==> src/rtl/alu_pkg.sv <==
// Shared ALU opcodes, default datapath width and multiply-sequencer state encoding.
// Imported by the multiply sequencer and the ALU share mux.
package alu_pkg;

    localparam logic [3:0] ALU_ADD = 4'b0000;
    localparam logic [3:0] ALU_SUB = 4'b0010;
    localparam logic [3:0] ALU_SLT = 4'b1010;
    localparam logic [3:0] ALU_AND = 4'b0100;
    localparam logic [3:0] ALU_OR  = 4'b0101;
    localparam logic [3:0] ALU_XOR = 4'b0110;
    localparam logic [3:0] ALU_NOR = 4'b0111;

    localparam int DEF_DATA_W = 32;

    typedef enum logic [1:0] {
        IDLE = 2'd0,
        RUN  = 2'd1,
        DONE = 2'd2
    } mul_state_t;

endpackage

==> src/rtl/alu_share_mux.sv <==
// Selects who drives the shared ALU: the execute datapath, or the multiply sequencer while it runs.
// Latency: purely combinational. Backpressure: none; ownership is decided by the caller's run flag.
// Only one owner at a time, so there is no arbitration state here.
module alu_share_mux
    import alu_pkg::*;
#(
    parameter int DATA_W = DEF_DATA_W
) (
    input  logic              run,
    input  logic [3:0]        ex_alu_op,
    input  logic [DATA_W-1:0] ex_a,
    input  logic [DATA_W-1:0] ex_b,
    input  logic [3:0]        seq_alu_op,
    input  logic [DATA_W-1:0] seq_a,
    input  logic [DATA_W-1:0] seq_b,
    output logic [3:0]        alu_op,
    output logic [DATA_W-1:0] alu_a,
    output logic [DATA_W-1:0] alu_b
);

    assign alu_op = run ? seq_alu_op : ex_alu_op;
    assign alu_a  = run ? seq_a      : ex_a;
    assign alu_b  = run ? seq_b      : ex_b;

endmodule

==> src/rtl/alu_mul_seq.sv <==
// Shift-add multiplier producing the low DATA_W product bits by borrowing the shared ALU for accumulates.
// Latency: DATA_W cycles accept-to-rsp_valid (MUL_EARLY_EXIT_EN: highest set bit of req_b plus one).
// Backpressure: one op in flight; req_ready only in IDLE, product held in DONE until rsp_ready.
module alu_mul_seq
    import alu_pkg::*;
#(
    parameter int DATA_W = DEF_DATA_W,
    parameter int CNT_W  = $clog2(DATA_W)
) (
    input  logic              clk,
    input  logic              rst_n,
    input  logic              req_valid,
    output logic              req_ready,
    input  logic [DATA_W-1:0] req_a,
    input  logic [DATA_W-1:0] req_b,
    output logic              rsp_valid,
    input  logic              rsp_ready,
    output logic [DATA_W-1:0] rsp_prod,
    output logic              rsp_zero,
    input  logic [3:0]        ex_alu_op,
    input  logic [DATA_W-1:0] ex_a,
    input  logic [DATA_W-1:0] ex_b,
    output logic              ex_stall,
    output logic [3:0]        alu_op,
    output logic [DATA_W-1:0] alu_a,
    output logic [DATA_W-1:0] alu_b,
    input  logic [DATA_W-1:0] alu_result
);

    mul_state_t        state;
    logic [DATA_W-1:0] acc;
    logic [DATA_W-1:0] mcand;
    logic [DATA_W-1:0] mplier;
    logic [CNT_W-1:0]  cnt;
    logic [DATA_W-1:0] prod_q;
    logic              zero_q;

    logic              run;
    logic [DATA_W-1:0] acc_nxt;
    logic              run_last;

    assign run       = (state == RUN);
    assign req_ready = (state == IDLE);
    assign rsp_valid = (state == DONE);
    assign ex_stall  = run;
    assign rsp_prod  = prod_q;
    assign rsp_zero  = zero_q;

    // The ALU computes acc + mcand; only keep it when this multiplier bit is set.
    assign acc_nxt = mplier[0] ? alu_result : acc;

`ifdef MUL_EARLY_EXIT_EN
    assign run_last = (cnt == CNT_W'(DATA_W - 1)) || ((mplier >> 1) == '0);
`else
    assign run_last = (cnt == CNT_W'(DATA_W - 1));
`endif

    alu_share_mux #(
        .DATA_W (DATA_W)
    ) u_alu_share_mux (
        .run        (run),
        .ex_alu_op  (ex_alu_op),
        .ex_a       (ex_a),
        .ex_b       (ex_b),
        .seq_alu_op (ALU_ADD),
        .seq_a      (acc),
        .seq_b      (mcand),
        .alu_op     (alu_op),
        .alu_a      (alu_a),
        .alu_b      (alu_b)
    );

    always_ff @(posedge clk or negedge rst_n) begin
        if (!rst_n) begin
            state  <= IDLE;
            acc    <= '0;
            mcand  <= '0;
            mplier <= '0;
            cnt    <= '0;
            prod_q <= '0;
            zero_q <= 1'b0;
        end else begin
            case (state)
                IDLE: begin
                    if (req_valid) begin
                        acc    <= '0;
                        mcand  <= req_a;
                        mplier <= req_b;
                        cnt    <= '0;
                        state  <= RUN;
                    end
                end
                RUN: begin
                    acc    <= acc_nxt;
                    mcand  <= mcand << 1;
                    mplier <= mplier >> 1;
                    cnt    <= cnt + 1'b1;
                    if (run_last) begin
                        prod_q <= acc_nxt;
                        zero_q <= (acc_nxt == '0);
                        state  <= DONE;
                    end
                end
                DONE: begin
                    if (rsp_ready) begin
                        state <= IDLE;
                    end
                end
                default: state <= IDLE;
            endcase
        end
    end

endmodule

==> config.mk <==
export PLATFORM = sky130hd
export DESIGN_NAME = alu_mul_seq
export DESIGN_NICKNAME = d
export VERILOG_FILES = /design/src/rtl/alu_pkg.sv /design/src/rtl/alu_share_mux.sv /design/src/rtl/alu_mul_seq.sv
export SDC_FILE = /design/constraint.sdc
export NUM_CORES = 1
export LEC_CHECK = 0
export CAP_MARGIN = 30
export CORE_ASPECT_RATIO = 1.5
export CORE_MARGIN = 2
export CORE_UTILIZATION = 40
export CTS_CLUSTER_SIZE = 24
export DETAILED_ROUTE_END_ITERATION = 7
export PLACE_DENSITY = 0.78
export SLEW_MARGIN = 20
export SYNTH_ARGS = -nofsm -noshare
export SYNTH_HDL_FRONTEND = slang
export SYNTH_SLANG_ARGS = --single-unit
==> constraint.sdc <==
create_clock -name clk -period 1.9 [get_ports clk]
set_clock_uncertainty 0.15 [all_clocks]
set_input_delay 0.19 -clock clk [delete_from_list [all_inputs] [get_ports clk]]
set_output_delay 0.19 -clock clk [all_outputs]
set_load 0.02 [all_outputs]
### Cell sizes after repair, run 1

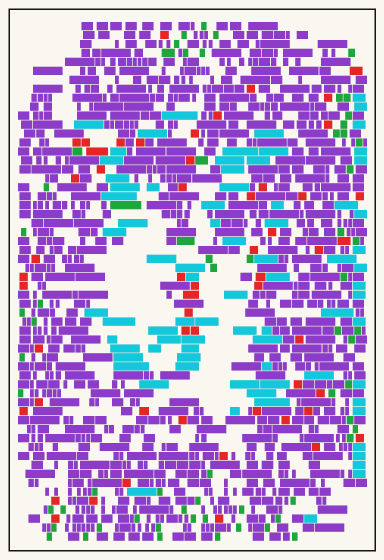
legend:
  x3 and x4:
    colour: red
    cells: 54
    share: 5.0%
    most_used: buf_4
  x6 and larger:
    colour: cyan
    cells: 78
    share: 7.3%
  x2:
    colour: green
    cells: 64
    share: 6.0%
    most_used: buf_2
  x1 and smaller:
    colour: purple
    cells: 877
    share: 82%
    most_used: nand2_1
synthesis-to-finish area growth: 59.7%
non-clock buffer count: 332
cell area after layout: 10900 µm²
Setup WS post-layout: -47.7 ps

### Wires at chosen ports, followed through buffers, run 1

Bar = 20 µm.
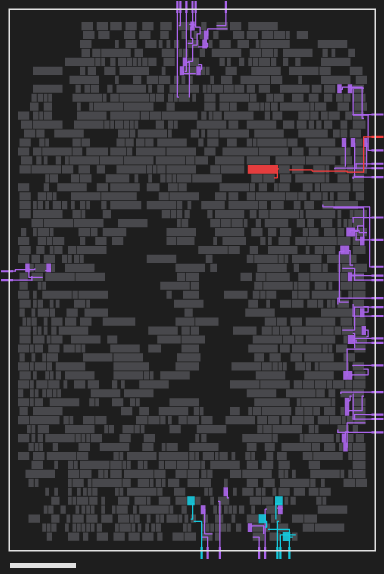
legend:
  `alu_op`:
    colour: cyan
    bits: 4
    direction: output
    edge: bottom
    end_cells: 4
    buffers: 4
    wire: 56.5 µm
  `rsp_zero`:
    colour: red
    bits: 1
    direction: output
    edge: right
    end_cells: 1
    buffers: 1
    wire: 39.9 µm
  `ex_a`:
    colour: purple
    bits: 32
    direction: input
    edge: 20 right, 6 top, 4 bottom, 2 left
    end_cells: 32
    buffers: 32
    wire: 594 µm
# IOs: 272
port bufs: 271

==> deck_impl_summary.md, run 1 <==
Implementation Results

Outcome
  – Status: finished with violations
  – Failing checks: negative setup slack

Synth
  – Top cells by area: dfrtp_1 (50%), nand2_1 (16%), mux2i_1 (9.4%)
  – Synth async-reset ratio: 100%
  – Floorplan Nets: 938
  – Synth cell types: 30
  – Area fraction in mux cells: 9.38%
  – XOR-XNOR Cells, Area Fraction: 0%
  – Dominant flop cell: dfrtp_1
  – Synth flops: 136
  – Top cells by count: nand2_1 (288), dfrtp_1 (136), o21ai_0 (98), mux2i_1 (64), a22oi_1 (36)
  – Yosys simple share: 19.0%
  – Adder share: 0.367%

Power and ir drop
  – Clk pwr: 3750 µW
  – Pint: 10700 µW
  – Clock power frac: 21.1%
  – Sequential Power: 5160 µW
  – Part of the power in registers: 29.0%
  – Power in combinational cells: 8870 µW
  – Switching share of power: 39.7%

Setup path
  – Worst-path fanout max: 8
  – Setup crit end kind: output port
  – Crit path launch: state[1]
  – Critical path arrival: 1610 ps
  – FF-to-FF Start: state[1]
  – Slowest cell on the critical path: dfrtp_1
  – R2r endpoint: acc[18]

Detailed routing
  – DR pass1 iterations: 7
  – Final WL: 22100 µm
  – DRC: 0

Worst hold path
  – Min-delay worst type: in -> async

Clock tree
  – TritonCTS clock tree: yes
  – Post-CTS sizing: 335

Place
  – GP Congestion: 0.816
  – Placed inst area: 10100 µm²
  – DP HPWL: 15500 µm
  – Inst Count DP: 1238

STA
  – Setup violations, final: 38
  – Relative slew slack: 64.3%
  – Setup WS post-layout: -47.7 ps

Layout
  – Final core occ: 65.0%

Die
  – Initial Utilization: 40.7%

Flow run
  – Log Warnings: 28
### Routed metal, one colour a layer, run 1

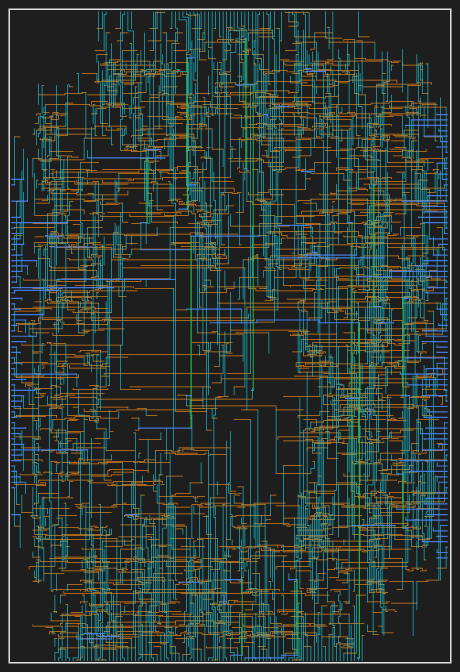
legend:
  M2:
    colour: cyan
    wire_length: 11900 µm
  M1:
    colour: orange
    wire_length: 8780 µm
  M4:
    colour: green
    wire_length: 479 µm
  M3:
    colour: blue
    wire_length: 899 µm
Via Count: 6678
WL per Instance: 17.2 µm
GR Util All Layers: 24.0%

## run 1: flip-flops by register name, indices dropped and copies added, names as in the netlist
register	count
cnt	5
mcand	32
rsp_zero	1
acc	32
rsp_prod	32
state	2
mplier	32
## run 1: area by class of cell
class	instances	area (µm²)	share of cell area, %
Sequential cell	136	3400	31.2
Timing Repair Buffer	332	3340	30.6
Multi-Input combinational cell	571	3200	29.4
Clock buffer	18	439	4.03
Tap cell	210	263	2.41
Clock inverter	14	233	2.14
Inverter	2	20.0	0.184
## run 1: layer usage
metal / vias up / part of all wire (%) / GRT usage (%)
met5: - / 0 / 0
met4: 0 / 2.2 / 7.39
li1: 3226 / - / -
met3: 27 / 4.1 / 3.62
met2: 220 / 54 / 44.5
met1: 3205 / 40 / 28.6
==> inputs of run 2 (changes only) <==
--- a/config.mk
+++ b/config.mk
@@ -11,8 +11,9 @@
 export CORE_UTILIZATION = 40
 export CTS_CLUSTER_SIZE = 24
 export DETAILED_ROUTE_END_ITERATION = 7
-export PLACE_DENSITY = 0.78
+export PLACE_DENSITY = 0.77
 export SLEW_MARGIN = 20
 export SYNTH_ARGS = -nofsm -noshare
 export SYNTH_HDL_FRONTEND = slang
+export SYNTH_HIERARCHICAL = 1
 export SYNTH_SLANG_ARGS = --single-unit
### Cell placement, run 2

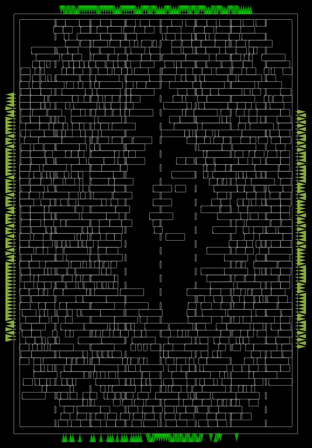
Core Region: 17200 µm²
flop share of the area: 30.3%
# rows: 59

==> deck_impl_summary.md, run 2 <==
Implementation Results

Outcome
  – Status: finished with violations
  – Failing checks: negative setup slack

Power and ir drop
  – Clock power frac: 18.2% (-2.9 points)
  – Largest power group: combinational logic
  – Sequential Power: 5180 µW (about the same)
  – Part of the power in registers: 28.0% (-1.0 points)
  – Power in combinational cells: 9970 µW (+12%)
  – Pint: 11500 µW (+7.0%)
  – Pwr Total: 18500 µW
  – Switching share of power: 38.1% (-1.6 points)
  – Worst vdd ir: 829 µV
  – Clk pwr: 3380 µW (-9.9%)

Synth
  – Top cells by count: dfrtp_1 (136), o21ai_1 (97), nand2_1 (86), a22oi_1 (63), mux2_2 (49)
  – Area fraction in mux cells: 17.0% (+7.6 points)
  – Synth async-reset ratio: 100% (unchanged)
  – Top cells by area: dfrtp_1 (49%), mux2_2 (7.9%), o21ai_1 (7.0%)
  – Adder share: 0.360% (-0.0064 points)
  – Dominant flop cell: dfrtp_1
  – XOR-XNOR Cells, Area Fraction: 0% (unchanged)
  – # Cells Yosys: 653
  – Post-synth EDFFs: 0
  – Yosys simple share: 8.73% (-10 points)
  – Synth cell types: 32 (+6.7%)
  – Synth flops: 136 (unchanged)

STA
  – Slew Viols, Final: 0
  – Setup violations, final: 69 (+82%)
  – Final Hold Vio Count: 0
  – Setup WS post-layout: -241 ps (-194 ps)
  – Relative slew slack: 64.1% (-0.21 points)
  – Least-Margin Pin Slew: 533 ps

Die
  – # IOs: 272 (unchanged)
  – Initial Utilization: 40.4% (-0.33 points)
  – Die Height: 165 µm
  – Tapcell Cnt: 213 (+1.4%)

Place
  – Placed inst area: 10000 µm² (-0.20%)
  – Inst Count DP: 1120 (-9.5%)
  – GP Congestion: 0.860 (+5.3%)
  – DP HPWL: 15300 µm (-1.5%)
  – Port bufs: 271 (unchanged)

Layout
  – N_diodes: 0
  – Non-clock buffer count: 324 (-2.4%)
  – Synthesis-to-finish area growth: 61.9%
  – Data buffer area share: 31.3% (+0.70 points)
  – Largest cell class by area: non-clock buffers
  – Invs w/o clock: 3 (+1)
  – Final core occ: 65.4% (+0.38 points)
  – Fraction of area in multi-input gates: 30.6% (+1.2 points)
  – Flops: 136 (unchanged)
  – Logic area: 3440 µm² (+7.5%)
  – Cell area after layout: 11200 µm² (+3.2%)
  – ClkCell Share: 5.33% (-0.84 points)
  – Comb gates: 459 (-20%)
  – # clk buffers: 17 (-1)
  – Fill cells: 1313
  – Reg area: 3410 µm² (about the same)

GRT
  – Vias in the first global route: 6720
  – GR Util All Layers: 23.3% (-0.61 points)

Clock tree
  – Root buffer cell: clkbuf_16
  – TritonCTS clock tree: yes
  – Clk buf depth: 2
  – Post-CTS sizing: 346 (+3.3%)
  – Hold-fix buffers at CTS: 1

Setup path
  – Setup crit end kind: output port
  – Critical path arrival: 1800 ps (+190 ps)
  – Crit path launch: state[1]
  – FF-to-FF Start: state[0]
  – R2r endpoint: acc[3]
  – Slowest cell on the critical path: dfrtp_2
  – Worst-path fanout max: 5 (-3)

Worst hold path
  – Min-delay worst type: in -> async

Detailed routing
  – Final WL: 22800 µm (+3.0%)
  – WL per Instance: 19.5 µm (+13%)
  – DRC: 0 (unchanged)
  – DR pass1 iterations: 5 (-2)
  – Via Count: 6385 (-4.4%)

Flow run
  – Log Warnings: 29 (+3.6%)
### Wires at chosen ports, followed through buffers, run 2

Bar = 20 µm.
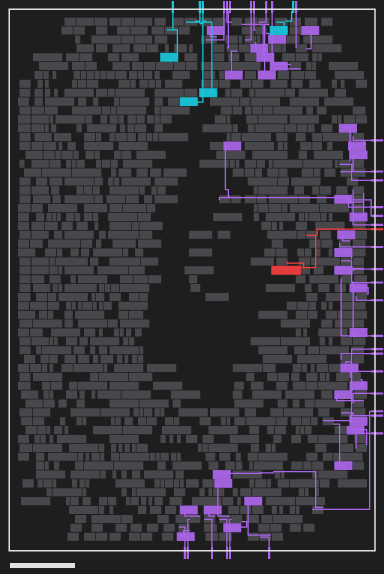
legend:
  `rsp_zero`:
    colour: red
    bits: 1
    direction: output
    edge: right
    end_cells: 1
    buffers: 1
    wire: 42.6 µm
  `alu_op`:
    colour: cyan
    bits: 4
    direction: output
    edge: top
    end_cells: 4
    buffers: 4
    wire: 94.7 µm
  `ex_a`:
    colour: purple
    bits: 32
    direction: input
    edge: 18 right, 8 top, 6 bottom
    end_cells: 32
    buffers: 32
    wire: 768 µm

-- run 2: netlist changes by cell type after synthesis, moves of 27 or more --
cell	before	now
a22oi_1	36	63
mux2_2	0	49
mux2i_1	64	33
nand2_1	288	86
o21ai_0	98	0
o21ai_1	0	97
-- run 2: worst max-delay path by stage --
stage / slack, ps / to
floorplan: -50 / alu_b[10]
finish: -240 / alu_b[7]
global placement: -240 / alu_a[8]
global route: -290 / alu_b[8]
detailed placement: -270 / alu_a[26]
CTS: -300 / alu_op[1]
-- run 2: per-layer routing --
metal	GRT usage (%)	part of all wire, %
met2	42.8	55
met5	0	0
met1	26.8	37
met4	9.26	2.5
met3	4.64	5.1
-- run 2: critical path: cells and delay by family (launching register included) --
family | cells | cell delay, ps
buf+inv | 4 | 500
simple gates | 1 | 160
flops | 1 | 420
mux | 1 | 300
No activity file was given, so power comes from the tool's default toggle rates.
